## config.mk

```make
export PLATFORM = sky130hd
export DESIGN_NAME = fwd_scoreboard
export DESIGN_NICKNAME = d
export VERILOG_FILES = /design/src/rtl/fwd_scoreboard.sv
export SDC_FILE = /design/constraint.sdc
export NUM_CORES = 1
export LEC_CHECK = 0
export CAP_MARGIN = 0
export CORE_AREA = 2 2 181 183
export DETAILED_ROUTE_END_ITERATION = 10
export DIE_AREA = 0 0 183 185
export GPL_ROUTABILITY_DRIVEN = 0
export GPL_TIMING_DRIVEN = 0
export PLACE_DENSITY_LB_ADDON = 0.08
export SLEW_MARGIN = 30
export SYNTH_ARGS = -nofsm -noshare
export SYNTH_HDL_FRONTEND = slang
export SYNTH_SLANG_ARGS = --single-unit
```

## constraint.sdc

```tcl
create_clock -name clk -period 4.6 [get_ports clk]
set_clock_uncertainty 0.2 [all_clocks]
set_input_delay 0.69 -clock clk [delete_from_list [all_inputs] [get_ports clk]]
set_output_delay 0.69 -clock clk [all_outputs]
set_load 0.1 [all_outputs]
```

## src/rtl/fwd_scoreboard.sv

```systemverilog
// Operand forwarding across NSTAGE sources plus a long-latency busy scoreboard.
// Optional FWD_STALL_CNT_EN adds saturating stall/hazard cycle counters.
module fwd_scoreboard #(
  parameter int XLEN   = 64,
  parameter int RIDX   = 5,
  parameter int NRD    = 2,
  parameter int NSTAGE = 2
) (
  input  logic                   clk,
  input  logic                   rst_n,
  input  logic                   flush_i,
  input  logic [NRD-1:0]         rs_valid_i,
  input  logic [NRD*RIDX-1:0]    rs_idx_i,
  input  logic [NRD*XLEN-1:0]    rf_data_i,
  input  logic [NSTAGE-1:0]      src_valid_i,
  input  logic [NSTAGE*RIDX-1:0] src_rd_idx_i,
  input  logic [NSTAGE-1:0]      src_data_ok_i,
  input  logic [NSTAGE*XLEN-1:0] src_data_i,
  input  logic                   issue_valid_i,
  input  logic                   issue_long_i,
  input  logic [RIDX-1:0]        issue_rd_idx_i,
  input  logic                   long_wb_valid_i,
  input  logic [RIDX-1:0]        long_wb_idx_i,
  output logic [NRD*XLEN-1:0]    rs_data_o,
  output logic [NRD-1:0]         rs_fwd_o,
  output logic                   stall_o,
  output logic [2**RIDX-1:0]     busy_o
`ifdef FWD_STALL_CNT_EN
  ,
  output logic [31:0]            stall_cnt_o,
  output logic [31:0]            hazard_cnt_o
`endif
);

  localparam int NREG = 2**RIDX;

  logic [NREG-1:0] busy_q, busy_d;
  logic [NRD-1:0]  fwd_haz;
  logic [NRD-1:0]  sb_haz;
  logic            waw;
  logic            fire;

  always_comb begin
    logic            hit;
    logic [RIDX-1:0] idx;
    rs_data_o = rf_data_i;
    rs_fwd_o  = '0;
    fwd_haz   = '0;
    sb_haz    = '0;
    hit       = 1'b0;
    idx       = '0;
    for (int i = 0; i < NRD; i++) begin
      hit = 1'b0;
      idx = rs_idx_i[i*RIDX +: RIDX];
      // youngest match wins, even if its data is not ready yet
      for (int s = 0; s < NSTAGE; s++) begin
        if (!hit && rs_valid_i[i] && src_valid_i[s] &&
            src_rd_idx_i[s*RIDX +: RIDX] == idx &&
            idx != '0) begin
          hit = 1'b1;
          if (src_data_ok_i[s]) begin
            rs_data_o[i*XLEN +: XLEN] = src_data_i[s*XLEN +: XLEN];
            rs_fwd_o[i] = 1'b1;
          end else begin
            fwd_haz[i] = 1'b1;
          end
        end
      end
      if (rs_valid_i[i] && busy_q[idx] &&
          !(long_wb_valid_i && long_wb_idx_i == idx))
        sb_haz[i] = 1'b1;
    end
  end

  assign waw     = issue_valid_i & issue_long_i & busy_q[issue_rd_idx_i];
  assign stall_o = (|fwd_haz) | (|sb_haz) | waw;
  assign fire    = issue_valid_i & ~stall_o & ~flush_i;
  assign busy_o  = busy_q;

  always_comb begin
    busy_d = busy_q;
    if (long_wb_valid_i)
      busy_d[long_wb_idx_i] = 1'b0;
    if (fire && issue_long_i && issue_rd_idx_i != '0)
      busy_d[issue_rd_idx_i] = 1'b1;
    if (flush_i)
      busy_d = '0;
    busy_d[0] = 1'b0;
  end

  always_ff @(posedge clk or negedge rst_n) begin
    if (!rst_n) busy_q <= '0;
    else        busy_q <= busy_d;
  end

`ifdef FWD_STALL_CNT_EN
  logic [31:0] stall_cnt_q, stall_cnt_d;
  logic [31:0] hazard_cnt_q, hazard_cnt_d;
  logic        sb_only;

  assign sb_only = (|sb_haz) & ~(|fwd_haz) & ~waw;

  always_comb begin
    stall_cnt_d  = stall_cnt_q;
    hazard_cnt_d = hazard_cnt_q;
    if (stall_o && stall_cnt_q != '1)
      stall_cnt_d = stall_cnt_q + 32'd1;
    if (sb_only && hazard_cnt_q != '1)
      hazard_cnt_d = hazard_cnt_q + 32'd1;
    if (flush_i) begin
      stall_cnt_d  = '0;
      hazard_cnt_d = '0;
    end
  end

  always_ff @(posedge clk or negedge rst_n) begin
    if (!rst_n) begin
      stall_cnt_q  <= '0;
      hazard_cnt_q <= '0;
    end else begin
      stall_cnt_q  <= stall_cnt_d;
      hazard_cnt_q <= hazard_cnt_d;
    end
  end

  assign stall_cnt_o  = stall_cnt_q;
  assign hazard_cnt_o = hazard_cnt_q;
`endif

endmodule
```

### Placement by cell class, run 1

Scale: 1.5 px per µm.
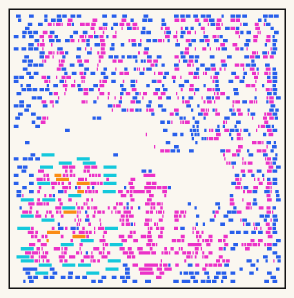
- cyan: flip-flops (cells 31)
- orange: clock drivers and dummy loads (cells 8)
- blue: other buffers and delay cells (cells 526)
- magenta: all other logic (cells 714)

### Signal wires by layer, run 1

Scale: 1.5 px per µm.
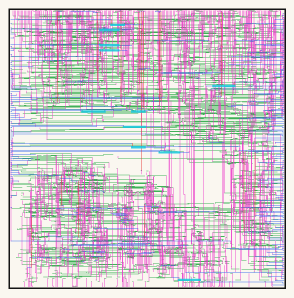
- green: met1 (wire length 22.2 mm)
- cyan: met5 (wire length 130 µm)
- red: met4 (wire length 812 µm)
- blue: met3 (wire length 4,130 µm)
- magenta: met2 (wire length 20.4 mm)

### Clock nets, run 1

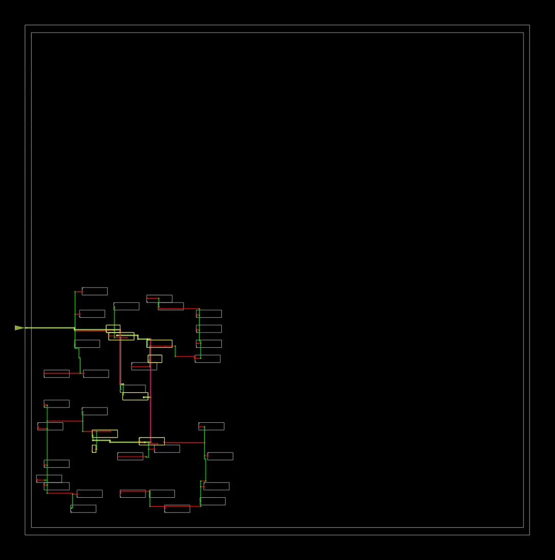
Clk. pwr: 353 µW
Latency at later pin: 280 ps
total CTS buffers: 5
# clk buffers: 8

### Pin map, run 1

Scale: 2 px per µm. Pins as bars across the die edge, other pins in gray.
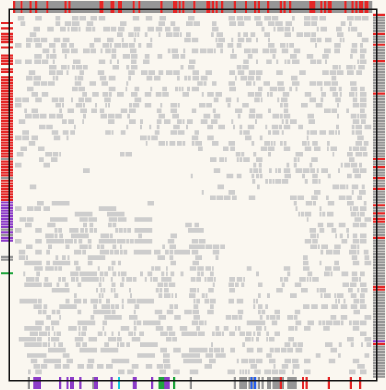
- blue: src_data_ok_i (pins 2; direction input; edge bottom)
- cyan: long_wb_valid_i (pins 1; direction input; edge bottom)
- purple: busy_o (pins 32; direction output; edge 18 bottom, 13 left, 1 right)
- green: issue_rd_idx_i (pins 5; direction input; edge 4 bottom, 1 left)
- red: src_data_i (pins 128; direction input; edge 57 left, 48 top, 17 right, 6 bottom)
- all pins by edge: 195 top, 134 right, 77 left, 55 bottom

## run 1: through the flow
| step | hold WS (ps) | setup WS [ps] | setup TNS, ps |
|---|---|---|---|
| 5_1_grt | 173 | 0.266 | 0 |
| 2_1_floorplan | 194 | -35.5 | -248 |
| 4_1_cts | 162 | 2.63 | 0 |
| 6_report | 146 | 131 | 0 |
| 3_3_place_gp | 408 | -1190 | -128210 |
| 3_5_place_dp | 417 | -1210 | -113280 |
## run 1: power groups by stage
stage,clock network [mW],logic [mW],registers [mW]
global placement,0,1.26,0.280
finish,0.353,1.24,0.276
detailed placement,0,1.25,0.280
CTS,0.356,1.23,0.275
floorplan,0,0.740,0.285
global route,0.370,1.28,0.275
## run 1: logic make-up (layout without fill, tap and decap cells)
logic type      after synthesis  in the layout  share of synthesized area (%)
simple gates                302            302                           24.1
buf+inv                      83            539                           6.88
xor+xnor                     30             30                           4.31
flops                        31             31                           12.7
compound gates              208            208                           22.5
other cells                   1             12                         0.0616
mux                         168            168                           29.4
## run 1: how the worst max path moves through the flow
stage                      from              to  depth (start not counted)
floorplan           rs_idx_i[9]  rs_data_o[106]                          9
global placement    rs_idx_i[0]   rs_data_o[12]                         11
global route        rs_idx_i[3]    rs_data_o[7]                         11
detailed placement  rs_idx_i[0]   rs_data_o[12]                         11
finish              rs_idx_i[3]    rs_data_o[7]                         11
CTS                 rs_idx_i[7]   rs_data_o[97]                         11
## run 1: worst reg2reg max path, stage by stage, from the launching register on
cell and delay, ps:
dfrtp_1 500, mux4_1 540, mux2_2 280, a221oi_2 220, or4_1 190, o221ai_4 200
buf_6 220, o31ai_2 280
## run 1: per-layer routing
layer	up-vias	part of all wire (%)	routed length, µm
li1	3911	-	-
met1	3940	46	22200
met2	377	43	20400
met3	55	8.7	4130
met4	22	1.7	811
met5	-	0.27	129
==> results.yml, run 1 <==
# physical design summary
cells_and_area:
  syn2layout_area_growth_pct: 85.6
  logic_area_um2: 5230
  buffers: 526
  inv_count: 5
  stdcell_area_um2: 11300
  diodes: 11
  nFlopsAndLatches: 31
  lay_top_cells: "314 x clkdlybuf4s50_1, 151 x mux2i_1, 137 x nor2_1, 85 x a21oi_2, 62 x buf_2"
  largest_reg_flops: 31
  clockNetworkAreaShare_pct: 1.38
  sh_seq_area_pct: 6.86
  stdcell_count: 1698
  fin_util_pct: 35.3
  nFillCells: 3466
synthesis:
  yosysTopAreaCell: "mux2i_1"
  synth_area_um2: 6090
  ys_seq_share_pct: 12.7
  top_cell: "mux2i_1"
  edf_count: 0
  ys_cells: 823
  synth.avg_cell_area_um2: 7.40
  synth_top_area_share_pct: 24.8
  synthTopCellsByCount: "151 x mux2i_1, 137 x nor2_1, 129 x a21oi_1, 40 x nand2_1, 36 x clkbuf_1"
  synth.distinct_cells: 53
  synthCells: 823
  synthesis.nets: 1121
cts:
  cts_root_buf: "clkbuf_16"
  cts_hold_buf: 0
  path_clk_slew_ps: 50
floorplan:
  core-area_um2: 32000
  io_pins: 461
  die_width_um: 183
  die_y_um: 185
power_and_ir_drop:
  p_leak_nw: 5.24
  intPower_uw: 916
  power_density_nw_per_um2: 165
  power.share.switching_pct: 50.9
  power_mw: 1.87
  worst_ir_drop_vdd_mv: 0.133
  seq_power_share_pct: 14.8
  combinationalPowerShare_pct: 66.3
  power_frac_clock_pct: 18.9
  p_switching_uw: 950
placement:
  place_inst: 1679
  portBuffers: 447
  place_area_um2: 11300
grt:
  overflow: 0
  grtUsageMet1_pct: 37.2
  grtUsageMet2_pct: 40.3
  grt_pass1_vias: 8308
critical_path:
  timing.rr.end: "busy_o[21]"
  crit_fanout: 10
  reg2reg_depth: 7
  max_stage_delay_ps: 480
  cp_top_family: "buffers and inverters"
  crit_buf_inv: 5
  crit_top_cell: "buf_2"
  slowest_stage: "clkdlybuf4s50_1"
  reg2reg_setup_slack_ps: 1870
  setup.worst_path.start_class: "input port"
worst_hold_path:
  hold_class: "input port to asynchronous set/reset pin"
timing:
  maxSlewViolCount: 0
  clock.fmax_mhz: 224
routing:
  drt_iter0_markers: 519
  routed_wl_mm: 47.7
outcome:
  status: "finished, final reports clean"
run:
  maxCapViolCount: 0
==> inputs of run 2 (changes only) <==
Settings changed: SETUP_SLACK_MARGIN from default to 0.05.
### Cell area per tile, run 2

Scale: 2 px per µm. 18 x 18 tiles, from black (low) to pale yellow (high), 0 to 100% covered.
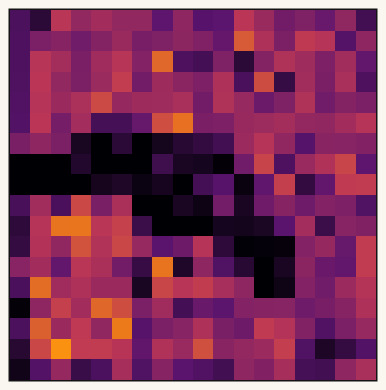
- fullest tile: 76%
- nearly empty tiles: 7.7%
- emptiest ninth of the die: middle

==> run 2 against run 1 <==
Against the previous run:
- cell area about the same
- count of clock-buffer cells in the layout decreased by 2
- sequential share of layout area is essentially flat
- global-route usage fell by 0.35 points
- non-clock buffer count unchanged
- synthesized area unchanged
- largest cell class unchanged
==> results.yml, run 2 <==
# physical design summary
outcome:
  status: "finished, final reports clean"
cts:
  cts_buffers: 5
  cts_hold_buf: 0
  clk_latency_ps: 280
  cts_root_buf: "clkbuf_16"
  path_clk_slew_ps: 60
grt:
  grt_pass1_vias: 8151
  overflow: 0
  grtUsageMet2_pct: 39.5
  grtUsageMet1_pct: 37.3
cells_and_area:
  nFillCells: 3455
  stdcell_area_um2: 11300
  syn2layout_area_growth_pct: 85.6
  largest_reg_flops: 31
  stdcell_count: 1694
worst_hold_path:
  hold_class: "input port to asynchronous set/reset pin"
routing:
  routed_wl_mm: 47.5
  remaining_drc_errors: 0
  drt_iter0_markers: 553
placement:
  dpl_worst_slack_ps: -1280
  place_inst: 1679
  place_area_um2: 11300
floorplan:
  die_width_um: 183
  core-area_um2: 32000
  die_y_um: 185
  io_pins: 461
critical_path:
  cp-startpoint: "rs_idx_i[3]"
  reg2reg_setup_slack_ps: 1850
  crit_fanout: 10
  setup.worst_path.start_class: "input port"
  max_stage_delay_ps: 520
  slowest_stage: "clkdlybuf4s50_1"
  crit_top_cell: "buf_2"
power_and_ir_drop:
  combinationalPowerShare_pct: 67.3
  worst_ir_drop_vdd_mv: 0.109
  power_mw: 1.84
  power_density_nw_per_um2: 163
  seq_power_share_pct: 14.9
  p_leak_nw: 5.26
  power_frac_clock_pct: 17.8
  intPower_uw: 901
  p_switching_uw: 944
synthesis:
  synth_area_um2: 6090
  ys_seq_share_pct: 12.7
  synthCells: 823
  ys_cells: 823
  edf_count: 0
  synth.distinct_cells: 53
  synth_top_area_share_pct: 24.8
  synthesis.nets: 1121
  ys_chip_area_um2: 6090
  top_cell: "mux2i_1"
  yosysTopAreaCell: "mux2i_1"
run:
  maxCapViolCount: 0
timing:
  final.period_utilization_pct: 95.4
  holdWs_ps: 138
  finalSetupTns_ps: 0
### Clock nets, run 2

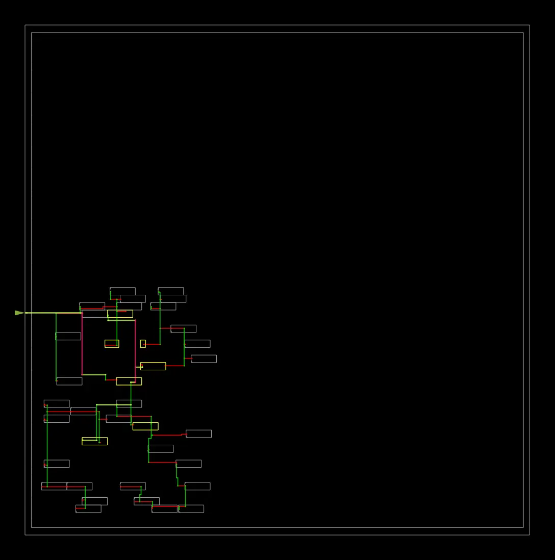
FFs & Latches: 31
# clk buffers: 6

-- run 2: path summary, 6_finish.rpt --
path                                 endpoint  depth (start not counted)
worst max-delay path            rs_data_o[35]                         10
worst min register to register      busy_o[3]                          2
worst min-delay path                busy_o[9]                          1
min in group clk                    busy_o[3]                          2
worst max register to register     busy_o[27]                          7
max in group asynchronous          busy_o[25]                          2
-- run 2: per-layer routing --
layer / wire length (µm) / share of wire (%)
met1: 22000 / 46
met2: 20300 / 43
met3: 4050 / 8.5
met4: 891 / 1.9
met5: 219 / 0.46
-- run 2: worst max-delay path, delay by kind of cell --
| kind | cells | cell delay, ps |
|---|---|---|
| buffers and inverters | 5 | 1810 |
| AOI/OAI and AO/OA | 1 | 110 |
| xor gates and xnor gates | 1 | 140 |
| and+or+nand+nor | 3 | 730 |
-- run 2: cell families after synthesis --
family                 share of synthesized area [%]
multiplexers                                    29.4
AND/OR/NAND/NOR                                 24.1
flip-flops                                      12.7
XOR/XNOR                                        4.31
buffers and inverters                           6.88
AND-OR/OR-AND                                   22.5
other                                         0.0616
-- run 2: cell type report --
type,instances,area [µm²],area share [%]
multi-input combinational,709,5250,46.4
inverter,5,18.8,0.166
sequential,31,776,6.86
buffer,78,472,4.17
antenna,8,20.0,0.177
tap,408,510,4.52
clock buffer,6,139,1.23
clock inverter,1,5.00,0.0443
timing repair buffer,448,4120,36.4
-- run 2: power groups by stage --
| stage | Clock [mW] | Sequential (mW) | Combinational [mW] |
|---|---|---|---|
| 3_5_place_dp | 0 | 0.280 | 1.25 |
| 3_3_place_gp | 0 | 0.280 | 1.26 |
| 4_1_cts | 0.335 | 0.275 | 1.24 |
| 6_report | 0.328 | 0.276 | 1.24 |
| 2_1_floorplan | 0 | 0.285 | 0.740 |
| 5_1_grt | 0.346 | 0.275 | 1.28 |
Power is estimated from default activity; no workload was simulated.
